<file path="src/rtl/nsa_pkg.sv">
// Shared definitions for the nibble-serial adder: FSM state encoding and slice width.
package nsa_pkg;

  typedef enum logic [1:0] {
    S_IDLE = 2'd0,
    S_RUN  = 2'd1,
    S_DONE = 2'd2
  } state_t;

  localparam int NIB_W = 4;

endpackage

</file>
<file path="src/rtl/nibble_cla.sv">
// Combinational 4-bit carry-lookahead slice; also exposes the carry into bit 3
// so the caller can derive signed overflow on the most significant nibble.
module nibble_cla
  import nsa_pkg::*;
(
  input  logic [NIB_W-1:0] x,
  input  logic [NIB_W-1:0] y,
  input  logic             ci,
  output logic [NIB_W-1:0] s,
  output logic             co,
  output logic             c3
);

  logic [NIB_W-1:0] g;
  logic [NIB_W-1:0] p;
  logic [NIB_W-1:0] c;

  assign g = x & y;
  assign p = x ^ y;

  // Every carry is a flat function of g/p/ci, so there is no ripple inside the slice.
  assign c[0] = ci;
  assign c[1] = g[0] | (p[0] & ci);
  assign c[2] = g[1] | (p[1] & g[0]) | (p[1] & p[0] & ci);
  assign c[3] = g[2] | (p[2] & g[1]) | (p[2] & p[1] & g[0]) | (p[2] & p[1] & p[0] & ci);
  assign co   = g[3] | (p[3] & g[2]) | (p[3] & p[2] & g[1]) | (p[3] & p[2] & p[1] & g[0])
              | (p[3] & p[2] & p[1] & p[0] & ci);

  assign s  = p ^ c;
  assign c3 = c[3];

endmodule

</file>
<file path="src/rtl/nibble_serial_adder.sv">
// Multi-cycle WIDTH-bit adder: one nibble per cycle through a single CLA slice.
// Optional subtract mode is enabled by defining NSA_SUB_EN (adds the `sub` port).
module nibble_serial_adder
  import nsa_pkg::*;
#(
  parameter int WIDTH = 16
) (
  input  logic             clk,
  input  logic             rst,
  input  logic             in_valid,
  output logic             in_ready,
  input  logic [WIDTH-1:0] a,
  input  logic [WIDTH-1:0] b,
  input  logic             cin,
`ifdef NSA_SUB_EN
  input  logic             sub,
`endif
  output logic             out_valid,
  input  logic             out_ready,
  output logic [WIDTH-1:0] sum,
  output logic             cout,
  output logic             ovf
);

  localparam int NNIB  = WIDTH / NIB_W;
  localparam int IDX_W = (NNIB > 1) ? $clog2(NNIB) : 1;
  localparam logic [IDX_W-1:0] LAST_IDX = IDX_W'(NNIB - 1);

  state_t           state_reg, state_next;
  logic [IDX_W-1:0] idx_reg;
  logic             creg_reg;
  logic [WIDTH-1:0] a_reg, b_reg;
  logic [WIDTH-1:0] sum_reg, sum_next;
  logic             cout_reg, ovf_reg;

  logic             accept;
  logic             last_nib;
  logic [WIDTH-1:0] b_in;
  logic             c_init;
  logic [NIB_W-1:0] x_nib, y_nib, s_nib;
  logic             slice_co, slice_c3;

  assign accept   = in_valid && (state_reg == S_IDLE);
  assign last_nib = (idx_reg == LAST_IDX);

`ifdef NSA_SUB_EN
  // a - b = a + ~b + 1; cin has no meaning while subtracting.
  assign b_in   = sub ? ~b : b;
  assign c_init = sub ? 1'b1 : cin;
`else
  assign b_in   = b;
  assign c_init = cin;
`endif

  assign x_nib = NIB_W'(a_reg >> (int'(idx_reg) * NIB_W));
  assign y_nib = NIB_W'(b_reg >> (int'(idx_reg) * NIB_W));

  nibble_cla u_cla (
    .x  (x_nib),
    .y  (y_nib),
    .ci (creg_reg),
    .s  (s_nib),
    .co (slice_co),
    .c3 (slice_c3)
  );

  for (genvar gi = 0; gi < NNIB; gi++) begin : g_sum_nib
    assign sum_next[gi*NIB_W +: NIB_W] =
      ((state_reg == S_RUN) && (idx_reg == IDX_W'(gi))) ? s_nib : sum_reg[gi*NIB_W +: NIB_W];
  end

  // State register
  always_ff @(posedge clk) begin
    if (rst) state_reg <= S_IDLE;
    else     state_reg <= state_next;
  end

  // Next-state logic
  always_comb begin
    state_next = state_reg;
    case (state_reg)
      S_IDLE:  if (in_valid) state_next = S_RUN;
      S_RUN:   if (last_nib) state_next = S_DONE;
      S_DONE:  if (out_ready) state_next = S_IDLE;
      default: state_next = S_IDLE;
    endcase
  end

  // Output logic
  always_comb begin
    in_ready  = 1'b0;
    out_valid = 1'b0;
    case (state_reg)
      S_IDLE:  in_ready  = 1'b1;
      S_DONE:  out_valid = 1'b1;
      default: ;
    endcase
  end

  always_ff @(posedge clk) begin
    if (rst) begin
      idx_reg  <= '0;
      creg_reg <= 1'b0;
      a_reg    <= '0;
      b_reg    <= '0;
      sum_reg  <= '0;
      cout_reg <= 1'b0;
      ovf_reg  <= 1'b0;
    end else begin
      sum_reg <= sum_next;
      if (accept) begin
        a_reg    <= a;
        b_reg    <= b_in;
        creg_reg <= c_init;
        idx_reg  <= '0;
      end else if (state_reg == S_RUN) begin
        creg_reg <= slice_co;
        idx_reg  <= idx_reg + IDX_W'(1);
        if (last_nib) begin
          cout_reg <= slice_co;
          ovf_reg  <= slice_c3 ^ slice_co;
        end
      end
    end
  end

  assign sum  = sum_reg;
  assign cout = cout_reg;
  assign ovf  = ovf_reg;

endmodule

</file>
<file path="config.mk">
export PLATFORM = sky130hd
export DESIGN_NAME = nibble_serial_adder
export DESIGN_NICKNAME = d
export VERILOG_FILES = /design/src/rtl/nsa_pkg.sv /design/src/rtl/nibble_cla.sv /design/src/rtl/nibble_serial_adder.sv
export SDC_FILE = /design/constraint.sdc
export NUM_CORES = 1
export LEC_CHECK = 0
export ABC_CLOCK_PERIOD_IN_PS = 2400
export CAP_MARGIN = 5
export CORE_ASPECT_RATIO = 1.25
export CORE_MARGIN = 4
export CORE_UTILIZATION = 44
export CTS_CLUSTER_SIZE = 25
export DETAILED_ROUTE_END_ITERATION = 7
export PLACE_DENSITY = 0.82
export SLEW_MARGIN = 20
export SYNTH_ARGS = -nofsm -noshare
export SYNTH_HDL_FRONTEND = slang
export SYNTH_SLANG_ARGS = --single-unit
</file>
<file path="constraint.sdc">
create_clock -name clk -period 2.4 [get_ports clk]
set_input_delay 0.48 -clock clk [delete_from_list [all_inputs] [get_ports clk]]
set_output_delay 0.48 -clock clk [all_outputs]
set_load 0.02 [all_outputs]
</file>
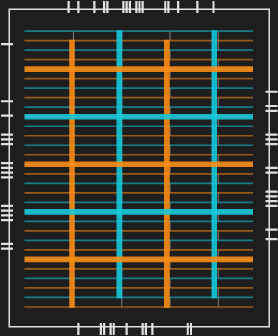
Run 1: PDN straps and rails
Pins as bars on the die edge. Tap cells in gray.
- VDD: cyan
- VSS: orange
- met1 rails: 30
- rows: 29
- met5 straps: 5
- tap cells: 62
Die Y: 90.4 um
standard cell core area: 5150 um^2
IR Drop Worst-Case VDD: 0.358 mV
chip width: 73.9 um

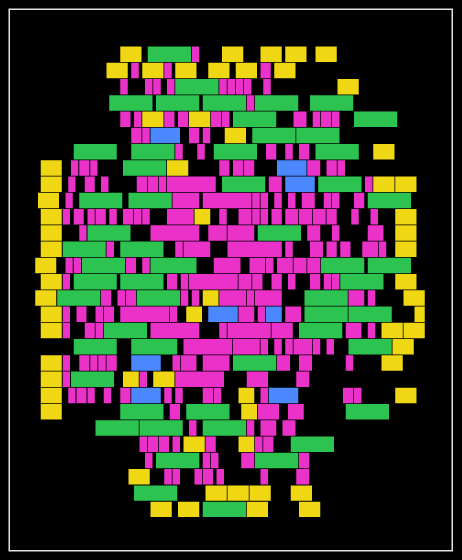
Run 1: cells colored by class
- combinational and other logic: magenta (cells 210)
- flops: green (cells 55)
- clock drivers and dummy loads: blue (cells 8)
- other buffers and delay cells: yellow (cells 63)

==> results.txt, run 1 <==
Notes on the physical implementation.

- The run finished with clean final reports.
- The port buffer count is 56, for reference.
- Yosys mapped a number of flops with a built-in enable equal to 0.
- The synthesis report gives the async set-or-reset register share as 0%.
- The worst hold path passes through 2 cells.
- The clock tree from TritonCTS is done, for reference.
- For reference, the top cells by count after synthesis are sky130_fd_sc_hd__nand2_1, sky130_fd_sc_hd__dfxtp_1, sky130_fd_sc_hd__a21oi_1, sky130_fd_sc_hd__inv_1, sky130_fd_sc_hd__nor2_1.
- The Yosys warning count is 0, for reference.
- Per the CTS log, the root buffer master is sky130_fd_sc_hd__clkbuf_8.
- The dominant logic cell type in the layout is sky130_fd_sc_hd__nand2_1, for reference.
- Once the clock tree was built, the resizer swapped 0 gates to a different size.
- Once synthesis finished, the tally of register bits stood at 55.
- The power report lists cell-internal power as 1.37 mW.
- The sequential-to-total area share from yosys stat is 46.1%, for reference.
- For the worst setup path, the data required time is 2.65 ns.
- The critical path's slowest stage uses the library cell sky130_fd_sc_hd__mux4_2.
- The kind of critical path is register to register, for reference.
- The worst register-to-register path has a setup slack of 0.17 ns.
- For this run, the leading register cell type out of synthesis is sky130_fd_sc_hd__dfxtp_1.
- The combinational gate area is 1200 um^2, for reference.
- The placement row count is 29, for reference.
- The maximum clock frequency is 448 MHz, for reference.
- The endpoint with the worst hold slack is sum[13], for reference.
- The first detailed-routing pass took 4 iterations.
- The first-pass GRT wire length is 8.78 mm, for reference.
- The final estimated routing congestion in global placement is 0.857, for reference.
- The end of the worst register-to-register path is sum[6], for reference.
- The yosys cell count is 282, for reference.
- Global routing finished with a remaining overflow of 0.
- The shortest clock period the worst path allows after layout is 2.23 ns, for reference.
- The combinational group share of total power is 16.1%, for reference.
- The worst path uses 93.1% of the clock period.
- In this run the tools logged warnings totalling 29.
- The clock slew at the register clock pins of the worst setup and hold paths is 0.10 ns, for reference.
- The total die area is 6680 um^2, for reference.
- The type recorded for the worst min-delay path is register to register.
- Setup repair after global routing left no endpoint under its margin.
- The final number of setup-violating endpoints is 0, for reference.
- The analysis attributes to net switching a power of 0.472 mW.
- The final report gives the core utilization as 60.7%.
- Before placement the cells fill 46.3% of the core.
- The number of global-route vias before repair is 1993, for reference.
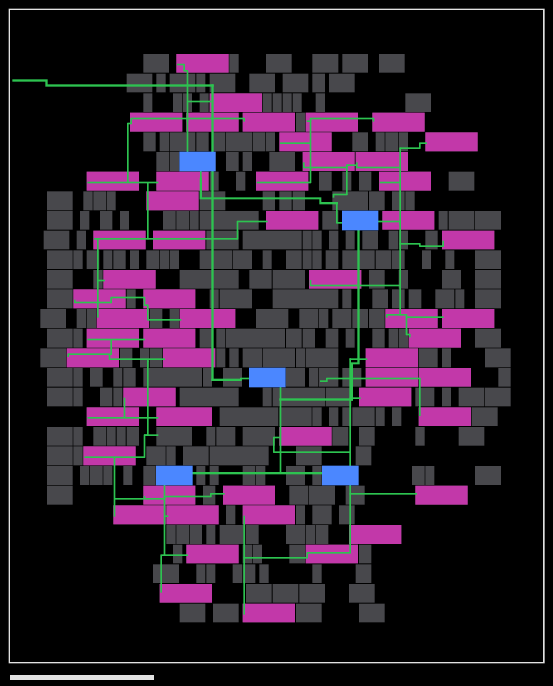
Run 1: clock wires, drivers and flops
Bar = 20 um.
- clock drivers: blue (count 5)
- clock wires: green (length 628 um)
- flip-flops: magenta (count 55)
- routed clock nets: 6
- flops lie: widely spread
Fin Clk Skew: 0.00625 ns
clock network power: 0.560 mW
clock network power share: 30.5%
clock latency of the later-clocked register in the worst-skew pair: 0.31 ns

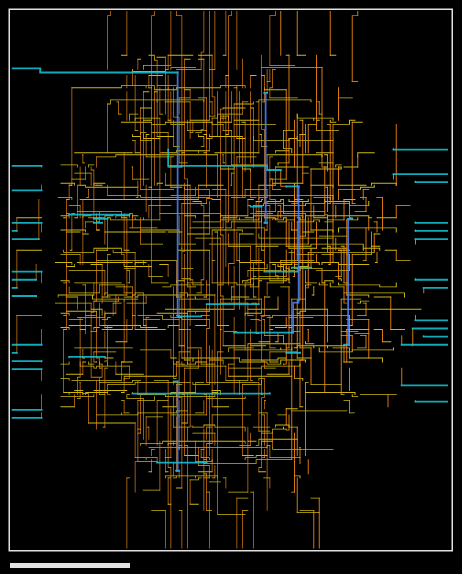
Run 1: signal wires by layer
Bar = 20 um.
- metal 2: orange (wire length 2800 um)
- metal 3: cyan (wire length 283 um)
- metal 4: blue (wire length 124 um)
- metal 1: yellow (wire length 2130 um)

run 1: stage by stage:
stage	instances	area (um^2)
floorplan	282	2390
global placement	390	3000
detailed placement	390	3000
CTS	398	3100
global route	398	3130
finish	398	3130
run 1: worst max-delay path by stage:
stage,startpoint,end,slack (ns),cells past startpoint
global route,idx_reg[1],sum[15],0.03,7
detailed placement,idx_reg[1],ovf,0.009,7
global placement,idx_reg[0],sum[6],0.1,6
floorplan,idx_reg[0],sum[14],0.03,7
CTS,idx_reg[1],cout,0.003,7
finish,idx_reg[0],sum[6],0.17,6
run 1: power by group through the flow:
stage               clock [mW]  sequential (mW)  combinational (mW)
floorplan                    0             1.00               0.167
global placement             0             1.00               0.280
detailed placement           0             1.00               0.287
CTS                      0.571            0.982               0.288
global route             0.615            0.988               0.325
finish                   0.560            0.982               0.295
run 1: layout make-up:
class	instances	share of cell area [%]
clock buffers	7	3.08
multi-input cells	200	38.3
clock inverters	1	0.240
flip-flops and latches	55	35.3
well taps	62	2.48
repair buffers	63	19.4
inverters	10	1.20
run 1: layer usage:
metal	vias up	GRT usage, %	part of all wire, %
li1	1052	-	-
met5	-	0	0
met2	64	29.1	52
met4	0	7.55	2.3
met3	10	4.12	5.3
met1	979	18.4	40
run 1: kinds of logic after synthesis:
logic type | count (synthesis) | share of synthesized area, %
fa+ha+maj | 9 | 5.03
compound gates | 63 | 14.9
buf+inv | 27 | 4.72
flops | 55 | 46.1
xor+xnor | 1 | 0.367
simple gates | 117 | 20.5
mux | 10 | 8.39
==> inputs of run 2 (changes only) <==
SYNTH_HIERARCHICAL = 1   (was unset)
==> run 2 against run 1 <==
Against the previous run: synthesized cell count is 2.1% lower; clock power is 1% lower; largest power group unchanged; total power is 1.7% higher; clock-buffer cell count is 1 higher; design area is 2.4% higher.
==> results.txt, run 2 <==
Notes on the physical implementation.

- After synthesis, the design contains 276 cells according to Yosys.
- The setup clock skew after layout is 0.00632 ns, for reference.
- In this run, the combinational gates consume 17.8% of the power.
- The number of global-route vias before repair is 2051.
- In this run, power in combinational logic comes to 0.332 mW.
- The minimum setup slack among reg-to-reg paths is 0.02 ns, for reference.
- The post-synthesis register bit count is 55, for reference.
- The run finished with clean final reports.
- The total die area is 6710 um^2, for reference.
- The number of clock sinks came to 55.
- Looking at the setup timing report, the critical path kind is register to register.
- The post-synthesis async set-or-reset flop share is 0%, for reference.
- The utilization after layout is 61.7%, for reference.
- After global routing the overflow that remains totals 0.
- The slowest stage of the critical path belongs to the cell sky130_fd_sc_hd__mux4_2.
- Of all power groups, the one with the highest power is sequential cells.
- The number of cells in the finished layout apart from fillers is 397, for reference.
- The layout overhead on the synthesized area is 33.4%, for reference.
- Summing over the stages, the warning tally comes to 30.
- The synthesis report names the predominant flop master as sky130_fd_sc_hd__dfxtp_1.
- The switching component of the power is 0.478 mW, for reference.
- The sequential power reported by the tool is 0.984 mW.
- The maximum clock frequency is 421 MHz, for reference.
- The endpoint with the worst hold slack is a_reg[10], for reference.
- The shortest clock period the worst path allows after layout is 2.38 ns, for reference.
- The first-pass GRT wire length is 8.80 mm, for reference.
- The synthesis run shows the most used standard cells to be sky130_fd_sc_hd__nand2_1, sky130_fd_sc_hd__dfxtp_1, sky130_fd_sc_hd__a21oi_1, sky130_fd_sc_hd__nand3_1.
- The sequential-to-total area share from yosys stat is 45.9%, for reference.
- The post-synth count of flops with an enable pin is 0.
- The number of gates resized after CTS was 1.
- The floorplan step records an initial core utilization of 46.3%.
- The final number of setup-violating endpoints is 0, for reference.
- The detailed placer reported the number of placed instances as 388.
- The dominant logic cell type in the layout is sky130_fd_sc_hd__nand2_1, for reference.
- The critical path data required time is 2.59 ns, for reference.
- Per report_power, the Clock row totals 0.552 mW.
- The first-pass iteration count of the detailed router is 4, for reference.
- The skew report gives the latency at the later pin of the worst-skew pair as 0.31 ns.
- The placement row count is 29, for reference.
- The end of the worst register-to-register path is cout, for reference.
- The cell-internal power is 1.39 mW, for reference.
- The root buffer cell is sky130_fd_sc_hd__clkbuf_8, for reference.
- Setup repair after global routing could not meet its margin everywhere.
- The worst hold path cell count is 2, for reference.
==> run 2: how the worst max path moves through the flow <==
stage | startpoint | end | depth (start not counted)
after floorplan | idx_reg[0] | ovf | 9
after global placement | idx_reg[0] | ovf | 9
after detailed placement | idx_reg[0] | ovf | 9
after CTS | idx_reg[0] | sum[15] | 8
after global routing | idx_reg[0] | ovf | 9
final | idx_reg[0] | cout | 9
==> run 2: metal layers <==
layer | track usage, % | vias up | wire length [um]
met1 | 18.1 | 985 | 2050
met5 | 0 | - | 0
met2 | 29.4 | 52 | 2860
met4 | 8.91 | 0 | 125
li1 | - | 1038 | -
met3 | 4.12 | 11 | 289
==> run 2: worst min-delay path: cells and delay by family, from the launching register on <==
kind            cells  cell delay, ns
flops               1            0.31
simple gates        1            0.05
compound gates      1            0.05
==> run 2: cell families after synthesis <==
| group | share of synthesized area (%) |
|---|---|
| AND/OR/NAND/NOR | 20.6 |
| AND-OR/OR-AND | 12.7 |
| flip-flops | 45.9 |
| buffers and inverters | 5.26 |
| multiplexers | 8.75 |
| adder cells (fa/ha/maj) | 5.00 |
| XOR/XNOR | 1.82 |
==> run 2: final cells by class <==
| class | instances | area (um^2) | area share (%) |
|---|---|---|---|
| repair buffers | 70 | 686 | 21.4 |
| multi-input cells | 196 | 1210 | 37.9 |
| clock buffers | 8 | 100 | 3.13 |
| flip-flops and latches | 55 | 1100 | 34.4 |
| well taps | 62 | 77.6 | 2.42 |
| inverters | 6 | 22.5 | 0.703 |
==> run 2: metrics by stage <==
| step | hold slack [ns] | instance area (um^2) |
|---|---|---|
| 6_report | 0.455 | 3200 |
| 5_1_grt | 0.482 | 3200 |
| 4_1_cts | 0.459 | 3160 |
| 3_5_place_dp | 0.446 | 3060 |
| 3_3_place_gp | 0.439 | 3060 |
| 2_1_floorplan | 0.433 | 2400 |
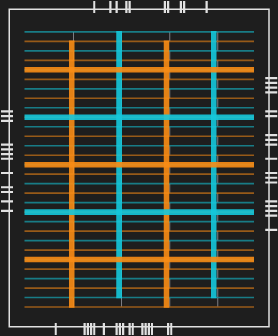
Run 2: PDN straps and rails
Pins as bars on the die edge. Tap cells in gray.
chip width: 74.1 um
IR Drop Worst-Case VDD: 0.375 mV
Die Y: 90.6 um
standard cell core area: 5190 um^2

Power figures rest on the tool's default switching activity, not on a simulated workload.
